===== src/rtl/game_state_controller.sv =====
// Game sequencer: debounces start/pause, runs IDLE/PLAYING/PAUSED/OVER,
// and keeps the BCD score plus the session high score for the HUD.
module game_state_controller #(
    parameter int unsigned DEBOUNCE_CYCLES = 1_000_000,
    parameter logic [15:0] SCORE_MAX       = 16'h9999
) (
    input  logic        clk,
    input  logic        reset,
    input  logic        btn_start,
    input  logic        btn_pause,
    input  logic        alien_hit,
    input  logic        game_over,
    output logic        pause,
    output logic        game_reset,
    output logic [1:0]  state,
    output logic [15:0] score_bcd,
    output logic [15:0] high_score_bcd
);
    localparam int CW = $clog2(DEBOUNCE_CYCLES + 1);

    typedef enum logic [1:0] {
        S_IDLE  = 2'b00,
        S_PLAY  = 2'b01,
        S_PAUSE = 2'b10,
        S_OVER  = 2'b11
    } state_t;

    // Index 0 is the start button, index 1 the pause button.
    logic [1:0]         sync1_q, sync1_d, sync2_q, sync2_d;
    logic [1:0]         deb_q, deb_d, deb_dly_q, deb_dly_d;
    logic [1:0][CW-1:0] cnt_q, cnt_d;
    logic               hit_dly_q, hit_dly_d, over_dly_q, over_dly_d;
    state_t             state_q, state_d;
    logic               pause_q, pause_d, game_reset_q, game_reset_d;
    logic [15:0]        score_q, score_d, high_q, high_d;
    logic [1:0]         press;
    logic               hit_ev, over_ev;

    function automatic logic [15:0] bcd_inc(input logic [15:0] v);
        logic [15:0] r;
        logic        carry;
        r     = v;
        carry = 1'b1;
        for (int d = 0; d < 4; d++) begin
            if (carry) begin
                if (r[d*4 +: 4] == 4'd9) begin
                    r[d*4 +: 4] = 4'd0;
                end else begin
                    r[d*4 +: 4] = r[d*4 +: 4] + 4'd1;
                    carry       = 1'b0;
                end
            end
        end
        return r;
    endfunction

    always_comb begin
        sync1_d   = {btn_pause, btn_start};
        sync2_d   = sync1_q;
        deb_d     = deb_q;
        cnt_d     = cnt_q;
        deb_dly_d = deb_q;
        for (int i = 0; i < 2; i++) begin
            if (sync2_q[i] == deb_q[i]) begin
                cnt_d[i] = '0;
            end else if (cnt_q[i] == CW'(DEBOUNCE_CYCLES)) begin
                deb_d[i] = sync2_q[i];
                cnt_d[i] = '0;
            end else begin
                cnt_d[i] = cnt_q[i] + CW'(1);
            end
        end
        press      = deb_q & ~deb_dly_q;
        hit_dly_d  = alien_hit;
        over_dly_d = game_over;
        // Status inputs are levels; only their rising edges act.
        hit_ev     = alien_hit & ~hit_dly_q;
        over_ev    = game_over & ~over_dly_q;
    end

    always_comb begin
        state_d      = state_q;
        game_reset_d = 1'b0;
        score_d      = score_q;
        high_d       = high_q;
        case (state_q)
            S_IDLE: begin
                if (press[0]) begin
                    state_d      = S_PLAY;
                    game_reset_d = 1'b1;
                    score_d      = '0;
                end
            end
            S_PLAY: begin
                if (hit_ev && score_q < SCORE_MAX) score_d = bcd_inc(score_q);
                if (over_ev)       state_d = S_OVER;
                else if (press[1]) state_d = S_PAUSE;
            end
            S_PAUSE: begin
                if (press[0] || press[1]) state_d = S_PLAY;
            end
            S_OVER: begin
                // Packed BCD orders the same as plain unsigned binary.
                if (score_q > high_q) high_d = score_q;
                if (press[0]) begin
                    state_d      = S_PLAY;
                    game_reset_d = 1'b1;
                    score_d      = '0;
                end
            end
            default: state_d = S_IDLE;
        endcase
        pause_d = (state_d != S_PLAY);
    end

    always_ff @(posedge clk) begin
        if (reset) begin
            sync1_q      <= '0;
            sync2_q      <= '0;
            deb_q        <= '0;
            deb_dly_q    <= '0;
            cnt_q        <= '0;
            hit_dly_q    <= 1'b0;
            over_dly_q   <= 1'b0;
            state_q      <= S_IDLE;
            pause_q      <= 1'b1;
            game_reset_q <= 1'b0;
            score_q      <= '0;
            high_q       <= '0;
        end else begin
            sync1_q      <= sync1_d;
            sync2_q      <= sync2_d;
            deb_q        <= deb_d;
            deb_dly_q    <= deb_dly_d;
            cnt_q        <= cnt_d;
            hit_dly_q    <= hit_dly_d;
            over_dly_q   <= over_dly_d;
            state_q      <= state_d;
            pause_q      <= pause_d;
            game_reset_q <= game_reset_d;
            score_q      <= score_d;
            high_q       <= high_d;
        end
    end

    assign state          = state_q;
    assign pause          = pause_q;
    assign game_reset     = game_reset_q;
    assign score_bcd      = score_q;
    assign high_score_bcd = high_q;
endmodule


===== config.mk =====
export PLATFORM = sky130hd
export DESIGN_NAME = game_state_controller
export DESIGN_NICKNAME = d
export VERILOG_FILES = /design/src/rtl/game_state_controller.sv
export SDC_FILE = /design/constraint.sdc
export NUM_CORES = 1
export LEC_CHECK = 0
export ABC_CLOCK_PERIOD_IN_PS = 5860
export CORE_ASPECT_RATIO = 0.5
export CORE_UTILIZATION = 35
export CTS_BUF_LIST = sky130_fd_sc_hd__clkbuf_2
export CTS_CLUSTER_SIZE = 40
export DETAILED_ROUTE_END_ITERATION = 12
export HOLD_SLACK_MARGIN = 0.03
export SETUP_SLACK_MARGIN = 0.02
export SLEW_MARGIN = 10
export SYNTH_ARGS = -nofsm -noshare
export SYNTH_HDL_FRONTEND = slang
export SYNTH_SLANG_ARGS = --single-unit

===== constraint.sdc =====
create_clock -name clk -period 5.86 [get_ports clk]
set_input_delay 0.879 -clock clk [delete_from_list [all_inputs] [get_ports clk]]
set_output_delay 0.879 -clock clk [all_outputs]
set_load 0.1 [all_outputs]

==> results.py <==
# Synthesis and PnR figures
metrics = {
    "route": {
        "routed_via_density": 4.986,
        "firstDrtPassIters": 4,
        "top_layer_used": "met4",
        "drc": 0,
        "drt-met1-wl_um": 4812,
        "num_vias": 3615,
        "drt_wl_total_um": 9304,
        "met2RoutedLength_um": 4127,
        "drt_iter0_drc": 253,
        "drtAntennaViolNets": 0,
        "dr_wl_met3_um": 295,
        "wl_per_cell_um": 12.83,
    },
    "setup_path": {
        "rrSetupSlack_ns": 2.91,
        "r2r_end": "high_score_bcd[9]",
        "cp_cell_sequence": "clkdlybuf4s50_1",
        "r2r.worst_path.cells": 6,
        "cp_num_buf_inv": 1,
        "setup.worst_path.start": "score_bcd[8]",
        "critPathMaxFanout": 13,
        "regToRegStartpoint": "score_bcd[8]",
        "required_ns": 4.98,
        "cp.depth": 1,
        "max_stage_delay_ns": 1.24,
        "path_class": "flop to output port",
        "setup.worst_path.end_class": "output port",
        "start_kind": "flop",
        "cpLargestDelayFamily": "buffers and inverters",
        "endpoint": "score_bcd[8]",
        "critPathSlowestCell": "clkdlybuf4s50_1",
        "crit_arrival_ns": 2.44,
    },
    "global_routing": {
        "grt_max_degree": 60,
        "grtUsageMet2_pct": 24.98,
        "grt_pass1_wl_um": 15680,
        "grt_most_used_layer": "met2",
        "grt-ovfl-total": 0,
        "antenna_found_initial": 0,
        "use_met3_pct": 4.141,
        "grt_pass1_vias": 3281,
        "met1_usage_pct": 18.78,
        "grt_util_all_layers_pct": 14.90,
    },
    "final_layout": {
        "seq_area_mm2": 0.001722,
        "fillers": 1218,
        "clkbuf_count": 11,
        "nFlopsAndLatches": 86,
        "top_area_cell_class": "logic gates",
        "area_growth_pct": 14.42,
        "n_all_buffers": 41,
        "antenna_cells": 0,
        "clock_area_share_pct": 2.218,
        "seq_share_pct": 33.54,
        "post_route_cells_drive_above_1_share_pct": 4.643,
        "logic_gates": 381,
        "bufAreaShareNonClock_pct": 7.897,
        "nets": 584,
        "comb_share_pct": 49.70,
        "combGateArea_mm2": 0.002551,
    },
    "synth": {
        "ys.flops": 86,
        "async_flop_share_pct": 0,
        "top_cell": "dfxtp_1",
        "ys_sh_simple_pct": 28.42,
        "ys_types": 64,
        "syn_inst": 523,
        "ys_sh_xor_pct": 7.808,
        "postSynthSeqShare_pct": 38.37,
        "top_cells_by_area": "dfxtp_1, ha_1, xnor2_1",
        "mux_share_pct": 4.239,
        "largest_area_cell": "dfxtp_1",
        "ff_type": "dfxtp_1",
        "synth-edff-count": 0,
        "synthAoiAreaFrac_pct": 9.983,
        "syn-num-nets": 552,
        "synthTopLogicFamily": "simple AND/OR/NAND/NOR gates",
        "ys_area_mm2": 0.004487,
        "ys_cells": 523,
        "top_area_share_pct": 38.37,
        "synth.cell_area_mm2": 0.004487,
        "synth.avg_cell_area_um2": 8.579,
        "ys_top_cells_by_count": "dfxtp_1, nor2_1, inv_1, nand2b_1, xnor2_1",
        "ys_warn_count": 0,
    },
    "sta": {
        "rsz0062_at_grt": "no",
        "period_minus_slack_ns": 3.318,
        "tightest_slew_ns": 1.068,
        "fmax_ghz": 0.3014,
        "setup_viol": 0,
        "skew_ns": 0.01950,
        "report.final.slew_viol_count": 0,
        "finalCritPeriodShare_pct": 56.62,
        "relSlewSlack_pct": 28.80,
        "timing.final.ws_setup_ns": 2.542,
        "hold_violations": 0,
        "setup_tns_ns": 0,
    },
    "floorplan": {
        "initCoreUtil_pct": 36.91,
        "rows": 28,
        "dieArea_mm2": 0.01330,
        "tap-cell-count": 165,
        "num_io_pins": 42,
        "die_y_um": 82.06,
    },
    "hold_path": {
        "hold_path.class": "flop to flop",
        "hp-start": "sync1_q[1]",
        "holdPathStages": 1,
        "holdPathEnd": "sync2_q[1]",
    },
    "clock_tree": {
        "cts_htree_levels": 3,
        "clock.latency.late_pin_ns": 0.55,
        "clk_pin_slew_worst_paths_ns": 0.23,
        "cts_tree": "built",
        "numCtsBuffers": 9,
        "cts_sinks": 86,
        "cts_buffer_depth": 2,
        "ctsResizeCount": 0,
        "cts_hold_buf": 0,
        "cts_setup_buffers": 0,
    },
    "status": {
        "outcome": "completed",
    },
    "power": {
        "p_leak_uw": 0.001605,
        "peakVddDrop_mv": 0.08198,
        "power.density_mw_per_mm2": 191.9,
    },
    "placement": {
        "globalplace.congestion": 0.7801,
        "hpwlAfterDp_um": 6373,
        "dpl_worst_slack_ns": 2.794,
        "numPortBuffers": 41,
    },
    "run": {
        "drv_cap": 0,
        "warnings": 30,
    },
}
==> sequential cells by signal, indices dropped and copies added, names as in the netlist <==
register        count
cnt_q              40
deb_dly_d           2
deb_dly_q           2
game_reset          1
high_score_bcd     16
hit_dly_q           1
over_dly_q          1
pause               1
score_bcd          16
state               2
sync1_q             2
sync2_q             2
==> layout by cell type (no fill, tap or decap), types with 3 or more instances in the layout <==
| master | count |
|---|---|
| xnor2_1 | 28 |
| ha_1 | 23 |
| o21ai_1 | 4 |
| clkdlybuf4s50_1 | 40 |
| o21ai_0 | 4 |
| mux2i_1 | 19 |
| nor2b_1 | 13 |
| inv_1 | 36 |
| o31ai_1 | 3 |
| o211ai_1 | 3 |
| nor2_1 | 65 |
| nand3b_1 | 4 |
| nand2b_1 | 36 |
| and4_1 | 3 |
| a31oi_1 | 4 |
| nor3_1 | 11 |
| nor4_1 | 9 |
| nand3_1 | 21 |
| dfxtp_1 | 86 |
| a21oi_1 | 19 |
| nand2_1 | 26 |
| nor4b_1 | 3 |
| nand4_1 | 16 |
| and3_1 | 4 |
| clkbuf_2 | 11 |
| or3_1 | 7 |
| xor2_1 | 12 |
==> stage by stage <==
step	utilization (%)	total power (µW)	cell area [µm²]	instances	hold WS [ns]
3_5_place_dp	41.29	684.9	5020	709	0.4363
3_3_place_gp	41.29	683.9	5020	709	0.4384
6_report	42.23	985.4	5134	725	0.4644
5_1_grt	42.23	1033	5134	725	0.4866
4_1_cts	42.23	1002	5134	725	0.4715
2_1_floorplan	-	666.2	4487	523	0.4138
==> report_power, final <==
group,switching (µW),leakage [µW],total [µW],internal (µW)
Combinational,52.6,0.000842,77.4,24.8
Sequential,4.15,0.000694,596,592
Clock,210,0.0000686,312,102
PDN straps and rails:
The bar under the picture is 50 µm long. Pins as bars on the die edge.
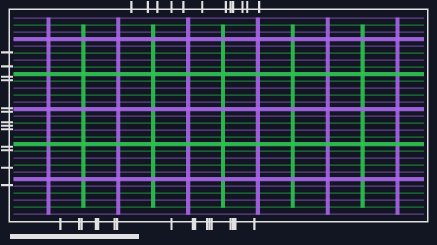
VDD -> green
VSS -> purple
met4 straps = 11
signal pins = 42
met5 straps = 5
met1 rails = 29
rows = 28

Cell classes on the final placement:
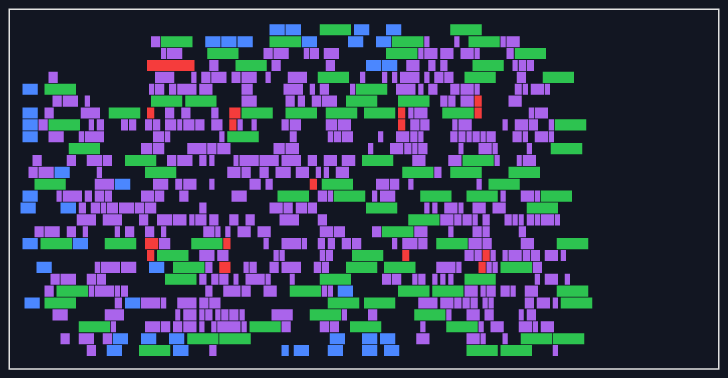
other buffers and delay cells -> blue  # cells 41, share of their area 8.2%
flops -> green  # cells 86, share of their area 35%
combinational and other logic -> purple  # cells 417, share of their area 55%
clock drivers and dummy loads -> red  # cells 16, share of their area 2.3%

Clock network drawn from the DEF:
The bar under the picture is 50 µm long.
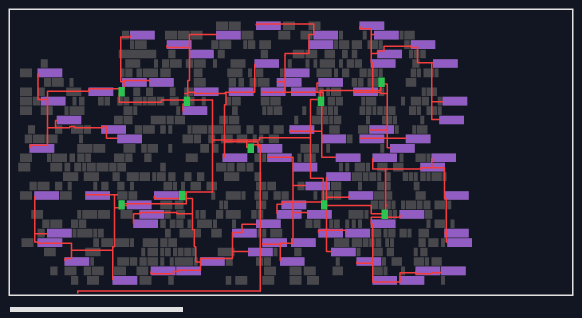
clock drivers -> green  # count 9
clock wires -> red  # length 1150 µm
flip-flops -> purple  # count 86
routed clock nets = 10

Signal wires by layer:
The bar under the picture is 50 µm long.
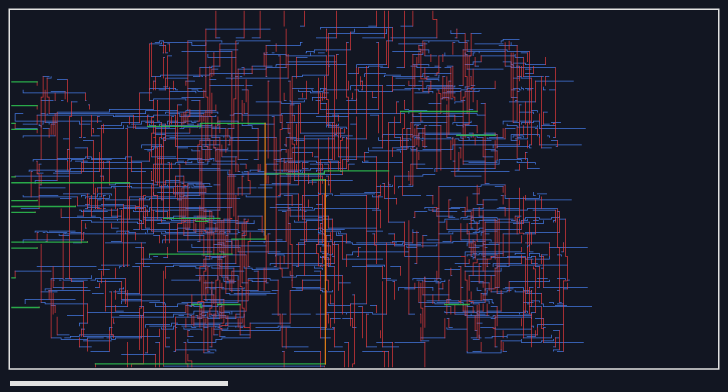
metal 4 -> orange  # wire length 68.7 µm
metal 1 -> blue  # wire length 4810 µm
metal 3 -> green  # wire length 295 µm
metal 2 -> red  # wire length 4130 µm

Power and IR drop assume default switching activity.
